**Metal 3**

Scale: 4 px per um.
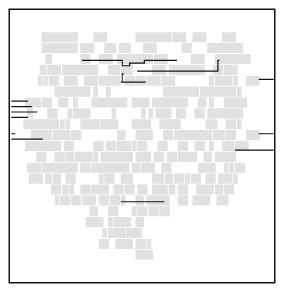
**Clock network drawn from the DEF**

Scale: 6 px per um.
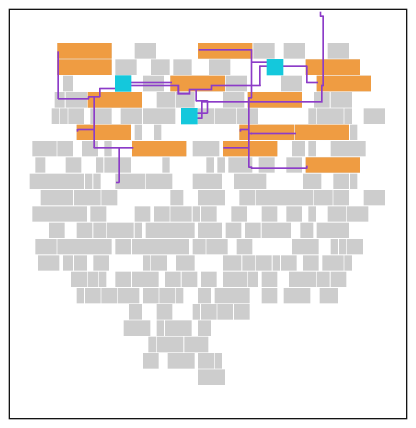
**Wiring by layer**

Scale: 4 px per um.
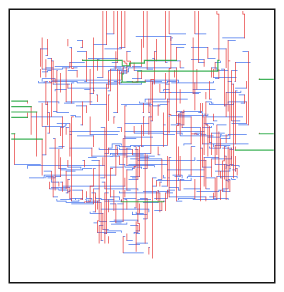
## config.mk

```make
export PLATFORM = sky130hd
export DESIGN_NAME = wta_group_inhibition_flat
export DESIGN_NICKNAME = d
export VERILOG_FILES = /design/src/rtl/wta_group_inhibition_if.sv /design/src/rtl/wta_group_inhibition.sv /design/src/flat_wrapper.sv
export SDC_FILE = /design/constraint.sdc
export NUM_CORES = 1
export LEC_CHECK = 0
export ABC_AREA = 0
export CAP_MARGIN = 20
export CORE_AREA = 3 3 63 65
export CTS_CLUSTER_DIAMETER = 200
export CTS_CLUSTER_SIZE = 16
export DETAILED_ROUTE_END_ITERATION = 6
export DIE_AREA = 0 0 66 68
export GPL_TIMING_DRIVEN = 1
export PLACE_DENSITY = 0.57
export SYNTH_ARGS = -nofsm -noshare
export SYNTH_HDL_FRONTEND = slang
export SYNTH_SLANG_ARGS = --single-unit
export TNS_END_PERCENT = 10
```

## constraint.sdc

```tcl
create_clock -name clk -period 4.4 [get_ports clk]
set_input_delay 1.1 -clock clk [delete_from_list [all_inputs] [get_ports clk]]
set_output_delay 1.1 -clock clk [all_outputs]
set_load 0.1 [all_outputs]
```

## src/rtl/wta_group_inhibition_if.sv

```systemverilog
// Spike-path bundle for the WTA inhibition stage: enable and raw spikes in,
// inhibited spikes and winner status out.
interface wta_group_inhibition_if #(
   parameter int unsigned NUM_GROUPS = 4,
   parameter int unsigned GROUP_SIZE = 2
);
   localparam int unsigned N  = NUM_GROUPS * GROUP_SIZE;
   localparam int unsigned WW = (NUM_GROUPS > 1) ? $clog2(NUM_GROUPS) : 1;

   logic          en;
   logic [N-1:0]  spike_in;
   logic [N-1:0]  spike_out;
   logic [WW-1:0] winner;
   logic          winner_valid;
   logic          switch_pulse;

   modport master (
      output en, spike_in,
      input  spike_out, winner, winner_valid, switch_pulse
   );

   modport slave (
      input  en, spike_in,
      output spike_out, winner, winner_valid, switch_pulse
   );
endinterface

```

## src/rtl/wta_group_inhibition.sv

```systemverilog
// Winner-take-all lateral inhibition: per-group spike popcounts pick a winning
// group whose spikes alone pass; a lock period demands a margin to switch.
module wta_group_inhibition #(
   parameter int unsigned NUM_GROUPS  = 4,
   parameter int unsigned GROUP_SIZE  = 2,
   parameter int unsigned HOLD_CYCLES = 3,
   parameter int unsigned MARGIN      = 2
) (
   input logic                   clk,
   input logic                   rst_n,
   wta_group_inhibition_if.slave bus
);
   localparam int unsigned N    = NUM_GROUPS * GROUP_SIZE;
   localparam int unsigned CW   = $clog2(GROUP_SIZE + 1);
   localparam int unsigned CMPW = CW + 1;
   localparam int unsigned WW   = (NUM_GROUPS > 1) ? $clog2(NUM_GROUPS) : 1;
   localparam int unsigned HW   = (HOLD_CYCLES > 0) ? $clog2(HOLD_CYCLES + 1) : 1;

   typedef enum logic {IDLE = 1'b0, LOCKED = 1'b1} state_t;

   state_t        r_state, w_state_nxt;
   logic [HW-1:0] r_hold, w_hold_nxt;
   logic [WW-1:0] r_winner, w_winner_nxt, w_best, w_sel;
   logic [N-1:0]  r_spike_out, w_spike_nxt, w_mask;
   logic          r_pulse, w_pulse_nxt;
   logic          w_any, w_switch, w_pass;
   logic [CW-1:0] w_cnt [NUM_GROUPS];
   logic [CW-1:0] w_max;
   logic [CMPW-1:0] w_cnt_best, w_cnt_win;

   assign w_any = |bus.spike_in;

   always_comb begin
      for (int unsigned g = 0; g < NUM_GROUPS; g++) begin
         w_cnt[g] = '0;
         for (int unsigned b = 0; b < GROUP_SIZE; b++)
            w_cnt[g] = w_cnt[g] + CW'(bus.spike_in[g*GROUP_SIZE + b]);
      end
   end

   // Strict '>' keeps the lowest index among ties; a tied incumbent then wins.
   always_comb begin
      w_max  = '0;
      w_best = '0;
      for (int unsigned g = 0; g < NUM_GROUPS; g++) begin
         if (w_cnt[g] > w_max) begin
            w_max  = w_cnt[g];
            w_best = WW'(g);
         end
      end
      if (w_cnt[r_winner] == w_max)
         w_best = r_winner;
   end

   always_comb begin
      w_cnt_best = {1'b0, w_cnt[w_best]};
      w_cnt_win  = {1'b0, w_cnt[r_winner]};
      if (r_hold != '0)
         w_switch = (w_cnt_best >= w_cnt_win + CMPW'(MARGIN));
      else
         w_switch = (w_cnt_best > w_cnt_win);
   end

   always_comb begin
      w_state_nxt  = r_state;
      w_hold_nxt   = r_hold;
      w_winner_nxt = r_winner;
      w_pulse_nxt  = 1'b0;
      w_pass       = 1'b0;
      w_sel        = r_winner;
      if (bus.en) begin
         case (r_state)
            IDLE: begin
               if (w_any) begin
                  w_state_nxt  = LOCKED;
                  w_winner_nxt = w_best;
                  w_hold_nxt   = HW'(HOLD_CYCLES);
                  w_pulse_nxt  = 1'b1;
                  w_sel        = w_best;
                  w_pass       = 1'b1;
               end
            end
            LOCKED: begin
               w_pass = 1'b1;
               if (w_switch) begin
                  w_winner_nxt = w_best;
                  w_hold_nxt   = HW'(HOLD_CYCLES);
                  w_pulse_nxt  = 1'b1;
                  w_sel        = w_best;
               end else if (r_hold != '0) begin
                  w_hold_nxt = r_hold - HW'(1);
               end else if (!w_any) begin
                  w_state_nxt = IDLE;
               end
            end
            default: w_state_nxt = IDLE;
         endcase
      end
   end

   always_comb begin
      w_mask = '0;
      for (int unsigned g = 0; g < NUM_GROUPS; g++)
         if (WW'(g) == w_sel)
            w_mask[g*GROUP_SIZE +: GROUP_SIZE] = '1;
      w_spike_nxt = w_pass ? (bus.spike_in & w_mask) : '0;
   end

   always_ff @(posedge clk or negedge rst_n) begin
      if (!rst_n) begin
         r_state     <= IDLE;
         r_hold      <= '0;
         r_winner    <= '0;
         r_spike_out <= '0;
         r_pulse     <= 1'b0;
      end else begin
         r_state     <= w_state_nxt;
         r_hold      <= w_hold_nxt;
         r_winner    <= w_winner_nxt;
         r_spike_out <= w_spike_nxt;
         r_pulse     <= w_pulse_nxt;
      end
   end

   assign bus.spike_out    = r_spike_out;
   assign bus.winner       = r_winner;
   assign bus.winner_valid = (r_state == LOCKED);
   assign bus.switch_pulse = r_pulse;
endmodule

```

## src/flat_wrapper.sv

```systemverilog
// flat-port wrapper written by rule: the top's interface ports become plain ports
module wta_group_inhibition_flat 
#(
   parameter int unsigned NUM_GROUPS  = 4,
   parameter int unsigned GROUP_SIZE  = 2,
   parameter int unsigned HOLD_CYCLES = 3,
   parameter int unsigned MARGIN      = 2
)
  (clk, rst_n, bus_en, bus_spike_in, bus_spike_out, bus_winner, bus_winner_valid, bus_switch_pulse);
  wta_group_inhibition_if #(.NUM_GROUPS(NUM_GROUPS), .GROUP_SIZE(GROUP_SIZE)) bus_i ();
  input logic clk;
  input logic rst_n;
  input wire logic [$bits(bus_i.en)-1:0] bus_en;
  input wire logic [$bits(bus_i.spike_in)-1:0] bus_spike_in;
  output wire logic [$bits(bus_i.spike_out)-1:0] bus_spike_out;
  output wire logic [$bits(bus_i.winner)-1:0] bus_winner;
  output wire logic [$bits(bus_i.winner_valid)-1:0] bus_winner_valid;
  output wire logic [$bits(bus_i.switch_pulse)-1:0] bus_switch_pulse;
  assign bus_i.en = bus_en;
  assign bus_i.spike_in = bus_spike_in;
  assign bus_spike_out = bus_i.spike_out;
  assign bus_winner = bus_i.winner;
  assign bus_winner_valid = bus_i.winner_valid;
  assign bus_switch_pulse = bus_i.switch_pulse;
  wta_group_inhibition #(.NUM_GROUPS(NUM_GROUPS), .GROUP_SIZE(GROUP_SIZE), .HOLD_CYCLES(HOLD_CYCLES), .MARGIN(MARGIN)) u_core (.clk(clk), .rst_n(rst_n), .bus(bus_i));
endmodule
```

==> results.txt <==
Implementation numbers.

- Looking at the max-slew report, the worst-margin pin has a slew of 0.974 ns.
- On the critical path the largest part of the delay comes from AND-OR/OR-AND gates.
- For met2 alone, demand over resource in global routing was 24.5%.
- The register area share after synthesis is 29.6%.
- The final reports fail on setup timing.
- For reference, the top cells by count after synthesis are sky130_fd_sc_hd__inv_1, sky130_fd_sc_hd__ha_1, sky130_fd_sc_hd__dfrtp_1, sky130_fd_sc_hd__nand2_1.
- Ranking logic cells in the layout by count gives the top entries sky130_fd_sc_hd__buf_4, sky130_fd_sc_hd__inv_1, sky130_fd_sc_hd__ha_1, sky130_fd_sc_hd__clkdlybuf4s50_1, sky130_fd_sc_hd__dfrtp_1.
- By instance count, the leading cell after synthesis is sky130_fd_sc_hd__inv_1.
- The pre-antenna-repair detailed-routing pass consisted of 4 iterations.
- The final period demand of the worst path is 5.37 ns.
- The instance count of the mapped netlist is 119.
- The number of cells on the critical path is 23.
- Looking at the cell usage after synthesis, the top flip-flop cell is sky130_fd_sc_hd__dfrtp_1.
- In this design, the stage delay of the slowest critical-path cell is 0.44 ns.
- The quantity of I/O buffers inserted on ports is 22.
- Per the synthesis report, the number of distinct cell types is 35.
- The power per cell area is 616 nW/um^2.
- The setup slack after layout is -0.967 ns.
- The vertical die dimension reported for this design is 68 um.
- The number of flops mapped to enable cells by yosys is 0.
- According to the timing report, the critical path is launched from bus_spike_in[1].
- The TritonCTS buffer count is 3.
- The run finished, with violations left.
- Together, buffers and inverters on the worst path number 2.
- The worst hold path passes through 2 cells.
- The capture instance of the worst register-to-register path is u_core.bus.spike_out[5].
- The startpoint of the lowest-slack register-to-register path is u_core.bus.winner[0].
- The final report lists the setup-violating endpoint count as 14.
- The chip area in the Yosys report is 1180 um^2.
- Measured in cells, the most critical reg-to-reg path has a length of 12.
- The report shows a maximum critical-path fanout of 8.
- Setup repair after global routing could not meet its margin everywhere.
- In the routed layout, each cell is associated on average with a via count of 4.80.
- The max-capacitance violation count is 0.
- For this configuration, the core starts out at a cell density of 35.0%.
- The length of routed wiring on met1 is 1.15 mm.
- Measured along the x axis, the die boundary spans 66 um.
- The floorplan has 21 rows.
- After global routing the overflow that remains totals 0.
- Per the CTS log, the root buffer master is sky130_fd_sc_hd__clkbuf_4.
- The net count after synthesis is 150.
- The library cell occupying the most area in the post-synthesis netlist is sky130_fd_sc_hd__dfrtp_1.
- The critical path capture point type is a flop.
- The growth of design area from synthesis to finish is 59.7%.
- The stage-log warning count is 37.
- The count of antenna-violating nets left after detailed routing is 0.
- For this run, the post-layout net count is 217.
- For the final database, setup skew stands at 0.00324 ns.
- The type of element launching the critical path is an input pin.
- Yosys attributes the largest share of cell area to sky130_fd_sc_hd__dfrtp_1, sky130_fd_sc_hd__ha_1, sky130_fd_sc_hd__inv_1, sky130_fd_sc_hd__and4b_1, sky130_fd_sc_hd__mux2i_1.
- Per the gpl log, the routability congestion estimate is 0.735.
- The data required time of the worst path is 4.57 ns.
- Warnings reported by Yosys during synthesis add up to 0.
- The max-slew violation total from the final report is 0.
- The placeable core region is 3390 um^2.
- The launch point of the worst hold path is u_core.r_hold[1].
- Once layout is complete, the utilization of the core stands at 55.8%.
- The script parses the final routing iteration and logs DRC violations as 0.
- The maximum number of pins on one net before global-route repair is 15.
- The final timing summary puts the cycle share of the worst path at 122%.
- The slowest stage cell on the critical path is sky130_fd_sc_hd__a2111o_1.
- The worst hold path belongs to the class reg -> reg.
- The final power report lists total power as 1.16 mW.
- In the detailed route, the total length drawn on met3 is 111 um.
- The sum of net half-perimeters after detailed placement is 2.26 mm.
- The number of levels in the clock H-tree is 1.
- The clock slew seen by the registers of the worst setup and hold paths is 0.08 ns.
- The clock passes through at most 2 buffers.
- The area fraction of the dominant cell type after synthesis is 29.6%.
- In this run the full chip footprint comes out at 4490 um^2.
## Picture notes: 'metal 3'
nets with wire on the layer: 13
wire length on this layer: 111 um
share of all routed wire: 4.1%
longest straight run: 20.0 um
total number of vias: 1,108
GR Util met3: 3.61%

## Picture notes: 'clock network drawn from the DEF'
[orange] flip-flops | count: 14
[purple] clock wires | length: 198 um
[cyan] cells driving clock nets | count: 3
routed clock nets: 4
P_clk: 0.0915 mW
source-to-sink clock delay at the later pin of the worst-skew pair: 0.28 ns

## Picture notes: 'wiring by layer'
| color | layer | wire length |
|---|---|---|
| red | met2 | 1,450 um |
| blue | met1 | 1,150 um |
| green | met3 | 111 um |
per-cell routed wire length: 11.7 um
Global Route Usage Sum: 13.3%
total detailed-routing wirelength: 2.71 mm

==> what timing repair did <==
item                       in CTS  in global routing
setup buffers                   3                  2
gates resized                  28                  8
setup endpoints to repair      14                 14
pin swaps                      14                  7
==> layout make-up <==
type	count	area, um^2
inverters	23	88.8
repair buffers	62	517
well taps	46	57.6
flip-flops and latches	14	350
clock buffers	4	36.3
fillers	294	1500
multi-input cells	82	842
==> kinds of logic (layout without fill, tap and decap cells) <==
logic type / Yosys count / in the layout / synth area share, %
multiplexers: 10 / 10 / 11.5
adder cells (fa/ha/maj): 20 / 20 / 21.1
flip-flops: 14 / 14 / 29.6
AND-OR/OR-AND: 23 / 23 / 15.9
AND/OR/NAND/NOR: 28 / 28 / 13.8
XOR/XNOR: 1 / 1 / 0.739
buffers and inverters: 23 / 89 / 7.29
==> registers in the layout, indices dropped and copies added, names as in the netlist <==
name / flops
u_core.bus.switch_pulse: 1
u_core.r_hold: 2
u_core.bus.winner: 2
u_core.bus.winner_valid: 1
u_core.bus.spike_out: 8
==> per-stage QoR <==
| stage | cell area (um^2) | cells | hold WS (ns) | setup WS [ns] |
|---|---|---|---|---|
| 2_1_floorplan | 1230 | 119 | 0.503 | -1.01 |
| 5_1_grt | 1890 | 231 | 0.570 | -1.18 |
| 6_report | 1890 | 231 | 0.544 | -0.967 |
| 3_3_place_gp | 1770 | 222 | 0.516 | -1.64 |
| 3_5_place_dp | 1770 | 222 | 0.532 | -1.72 |
| 4_1_cts | 1850 | 229 | 0.548 | -0.997 |
==> report_power, final <==
part | internal (mW) | switching (mW) | leakage [nW]
combinational | 0.375 | 0.504 | 0.742
clock | 0.0504 | 0.0411 | 0.0210
sequential | 0.168 | 0.0266 | 0.177
total | 0.593 | 0.572 | 0.941
Power is estimated from default activity; no workload was simulated.
